--- src/rtl/image_word_unpacker.sv ---
// Unpacks 128-bit image words (four 24-bit RGB lanes) into a one-pixel-per-cycle
// AXI-stream with start-of-frame/end-of-line tags, frame position and an underrun flag.
module image_word_unpacker #(
    parameter int H_ACTIVE = 1920,
    parameter int V_ACTIVE = 1080
) (
    input  logic         s_axi_aclk,
    input  logic         s_axi_aresetn,
    input  logic         enable,
    input  logic [127:0] s_word_tdata,
    input  logic         s_word_tvalid,
    output logic         s_word_tready,
    output logic [23:0]  m_pix_tdata,
    output logic         m_pix_tvalid,
    input  logic         m_pix_tready,
    output logic         m_pix_tuser,
    output logic         m_pix_tlast,
    output logic         frame_done,
    output logic         underrun,
    input  logic         underrun_clr
);

    typedef enum logic {
        ST_IDLE = 1'b0,
        ST_EMIT = 1'b1
    } state_t;

    state_t         r_state;
    state_t         w_state_next;
    logic [127:0]   r_hold_data;
    logic [1:0]     r_lane;
    logic [10:0]    r_x;
    logic [10:0]    r_y;
    logic           r_frame_done;
    logic           r_underrun;

    logic           w_hold_valid;
    logic           w_pix_hs;
    logic           w_word_acc;
    logic           w_x_end;
    logic           w_y_end;
    logic           w_underrun_set;

    // NOTE: sequential state uses non-blocking (<=) so every flop samples pre-edge values.
    always_ff @(posedge s_axi_aclk or negedge s_axi_aresetn) begin
        if (!s_axi_aresetn) begin
            r_state <= ST_IDLE;
        end else begin
            r_state <= w_state_next;
        end
    end

    // NOTE: every combinational output gets a default first, so no latch is inferred.
    always_comb begin
        w_state_next = r_state;
        if (!enable) begin
            w_state_next = ST_IDLE;
        end else if (w_word_acc) begin
            w_state_next = ST_EMIT;
        end else if (w_pix_hs && r_lane == 2'd3) begin
            w_state_next = ST_IDLE;
        end
    end

    always_comb begin
        w_hold_valid  = (r_state == ST_EMIT);
        m_pix_tvalid  = w_hold_valid;
        w_pix_hs      = w_hold_valid && m_pix_tready;
        // Refill on the same edge the last lane leaves, so words stream with no bubble.
        s_word_tready = enable && (!w_hold_valid || (r_lane == 2'd3 && w_pix_hs));
        w_word_acc    = s_word_tvalid && s_word_tready;
        m_pix_tdata   = r_hold_data[{r_lane, 5'd0} +: 24];
        w_x_end       = (r_x == 11'(H_ACTIVE - 1));
        w_y_end       = (r_y == 11'(V_ACTIVE - 1));
        m_pix_tuser   = (r_x == 11'd0) && (r_y == 11'd0);
        m_pix_tlast   = w_x_end;
    end

    // NOTE: the holding register is reset because m_pix_tdata must read 0 out of reset.
    always_ff @(posedge s_axi_aclk or negedge s_axi_aresetn) begin
        if (!s_axi_aresetn) begin
            r_hold_data  <= '0;
            r_lane       <= 2'd0;
            r_x          <= 11'd0;
            r_y          <= 11'd0;
            r_frame_done <= 1'b0;
        end else if (!enable) begin
            r_lane       <= 2'd0;
            r_x          <= 11'd0;
            r_y          <= 11'd0;
            r_frame_done <= 1'b0;
        end else begin
            r_frame_done <= w_pix_hs && w_x_end && w_y_end;
            if (w_word_acc) begin
                r_hold_data <= s_word_tdata;
                r_lane      <= 2'd0;
            end else if (w_pix_hs) begin
                r_lane <= r_lane + 2'd1;
            end
            if (w_pix_hs) begin
                if (w_x_end) begin
                    r_x <= 11'd0;
                    r_y <= w_y_end ? 11'd0 : r_y + 11'd1;
                end else begin
                    r_x <= r_x + 11'd1;
                end
            end
        end
    end

    // Starvation only counts mid-frame; a set in the same cycle as a clear wins.
    assign w_underrun_set = enable && !w_hold_valid && ((r_x != 11'd0) || (r_y != 11'd0));

    always_ff @(posedge s_axi_aclk or negedge s_axi_aresetn) begin
        if (!s_axi_aresetn) begin
            r_underrun <= 1'b0;
        end else if (w_underrun_set) begin
            r_underrun <= 1'b1;
        end else if (underrun_clr) begin
            r_underrun <= 1'b0;
        end
    end

    assign frame_done = r_frame_done;
    assign underrun   = r_underrun;

endmodule

--- config.mk ---
export PLATFORM = sky130hd
export DESIGN_NAME = image_word_unpacker
export DESIGN_NICKNAME = d
export VERILOG_FILES = /design/src/rtl/image_word_unpacker.sv
export SDC_FILE = /design/constraint.sdc
export NUM_CORES = 1
export LEC_CHECK = 0
export CORE_ASPECT_RATIO = 0.5
export CORE_MARGIN = 2
export CORE_UTILIZATION = 48
export DETAILED_ROUTE_END_ITERATION = 16
export GPL_TIMING_DRIVEN = 0
export PLACE_DENSITY_LB_ADDON = 0.3
export SLEW_MARGIN = 10
export SYNTH_ARGS = -nofsm -noshare
export SYNTH_HDL_FRONTEND = slang
export SYNTH_SLANG_ARGS = --single-unit
--- constraint.sdc ---
create_clock -name s_axi_aclk -period 2.6 [get_ports s_axi_aclk]
set_clock_uncertainty 0.05 [all_clocks]
set_input_delay 0.39 -clock s_axi_aclk [delete_from_list [all_inputs] [get_ports s_axi_aclk]]
set_output_delay 0.39 -clock s_axi_aclk [all_outputs]
set_load 0.01 [all_outputs]
Figure 1. Wires at chosen ports, followed through buffers.
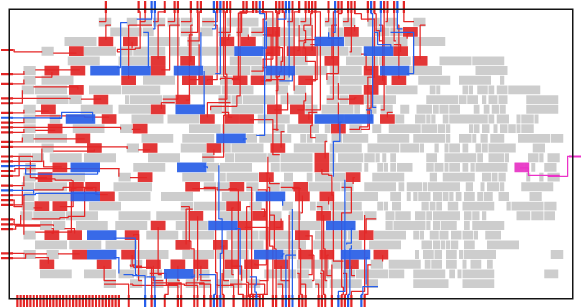
| port | color | bits | direction | end cells | buffers | wire |
|---|---|---|---|---|---|---|
| m_pix_tdata | blue | 24 | output | 24 | 24 | 585 µm |
| s_word_tdata | red | 128 | input | 96 | 96 | 2470 µm |
| s_word_tvalid | magenta | 1 | input | 2 | 1 | 25.0 µm |

Figure 2. Wiring by layer.
Bar = 50 µm.
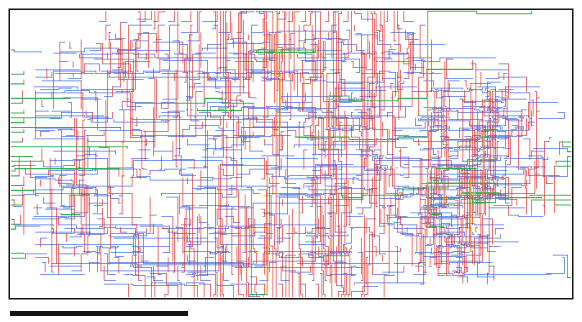
| layer | color | wire length |
|---|---|---|
| met4 | orange | 212 µm |
| met2 | red | 6690 µm |
| met1 | blue | 5820 µm |
| met3 | green | 655 µm |

## what timing repair did
action / 4_1_cts / 5_1_grt
pin swaps: 1 / 1
endpoints found under the hold margin: 53 / 0
gates resized: 31 / 10
hold buffers: 1 / 0
setup buffers: 1 / 4
endpoints found under the setup margin: 26 / 39
## kinds of logic after synthesis
family,share of synthesized area
AND-OR/OR-AND,0.0313
AND/OR/NAND/NOR,0.0852
XOR/XNOR,0.0154
multiplexers,0.287
adder cells (fa/ha/maj),0.0110
flip-flops,0.542
buffers and inverters,0.0282
## Yosys cell counts, types with 2 or more instances
cell type / n
dfrtp_1: 123
mux2_2: 96
mux4_2: 24
nor2_1: 17
nand2_1: 15
nand3_1: 12
buf_2: 10
clkbuf_1: 9
inv_1: 9
nor4_1: 7
nand4_1: 6
nor3_1: 6
xnor2_1: 6
a21oi_1: 5
ha_1: 5
o21ai_0: 5
xor2_1: 4
and2_1: 3
buf_4: 3
a211o_1: 2
a221o_1: 2
and3_1: 2
and4b_1: 2
nor3b_1: 2
or3_2: 2
## power groups by stage
stage,logic [mW],clock network (mW),registers [mW]
global placement,0.949,0,2.36
floorplan,0.526,0,2.32
finish,0.946,2.44,2.34
CTS,0.958,2.47,2.34
global route,1.02,2.55,2.38
detailed placement,0.972,0,2.37
## layer usage
| layer | track usage | up-vias | wire length, µm |
|---|---|---|---|
| met4 | 0.0782 | 0 | 212 |
| met3 | 0.0635 | 22 | 655 |
| met5 | 0 | - | 0 |
| met2 | 0.372 | 127 | 6690 |
| met1 | 0.275 | 2029 | 5820 |
| li1 | - | 1810 | - |
## state kept, by name, summed over array words and instances, names as in the netlist
name          count
underrun          1
r_hold_data      96
r_x              11
frame_done        1
m_pix_tvalid      1
r_lane            2
r_y              11
## worst max path at each step
stage	to	slack [ns]	depth (start not counted)	startpoint
2_1_floorplan	m_pix_tdata[11]	0.58	3	r_lane[0]
3_3_place_gp	r_hold_data[107]	-3.83	1	s_axi_aresetn
3_5_place_dp	m_pix_tdata[3]	-0.21	4	r_lane[0]
4_1_cts	m_pix_tdata[18]	0.003	4	r_lane[0]
5_1_grt	m_pix_tuser	0.004	3	r_y[8]
6_report	m_pix_tdata[23]	0.09	4	r_lane[1]
## through the flow
step / hold WS (ns) / std cells
2_1_floorplan: 0.0444 / 404
3_3_place_gp: 0.431 / 700
3_5_place_dp: 0.339 / 701
4_1_cts: 0.452 / 735
5_1_grt: 0.465 / 739
6_report: 0.450 / 739
## cell type report
| class | count | area [µm²] |
|---|---|---|
| Clock buffer | 19 | 443 |
| Tap cell | 165 | 206 |
| Multi-Input combinational cell | 247 | 2470 |
| Sequential cell | 123 | 3080 |
| Buffer | 25 | 176 |
| Clock inverter | 13 | 168 |
| Timing Repair Buffer | 138 | 1400 |
| Inverter | 9 | 33.8 |
| Fill cell | 857 | 3690 |
==> GITHUB_STEP_SUMMARY <==
### Flow metrics

| Metric | Value |
|---|---|
| Outcome | `completed` |
| R2R Path End | `r_hold_data[8]` |
| Placed instance area | `0.00723 mm²` |
| Path depth of the worst reg2reg path | `6` |
| Cycle use final | `0.966` |
| Post-layout util | `0.684` |
| Placeable Area | `0.0117 mm²` |
| Net count after synthesis | `543` |
| Hold Vio Cnt, Final | `0` |
| Fin area | `0.00798 mm²` |
| First-pass GRT wire length | `20800 µm` |
| Pre-CTS WS | `-0.214 ns` |
| GP Congestion | `0.847` |
| Bufs on Longest Clock Path | `2` |
| Antenna violations before repair | `0` |
| Max_cap viols | `0` |
| Setup TNS | `0 ns` |
| Area delta synth->final | `40.4%` |
| Slew @ Worst Pin | `0.526 ns` |
| Drt wl/cell | `18.1 µm` |
| Slew headroom | `0.649` |
| Vias in the first global route | `4100` |
Power and IR drop assume default switching activity.
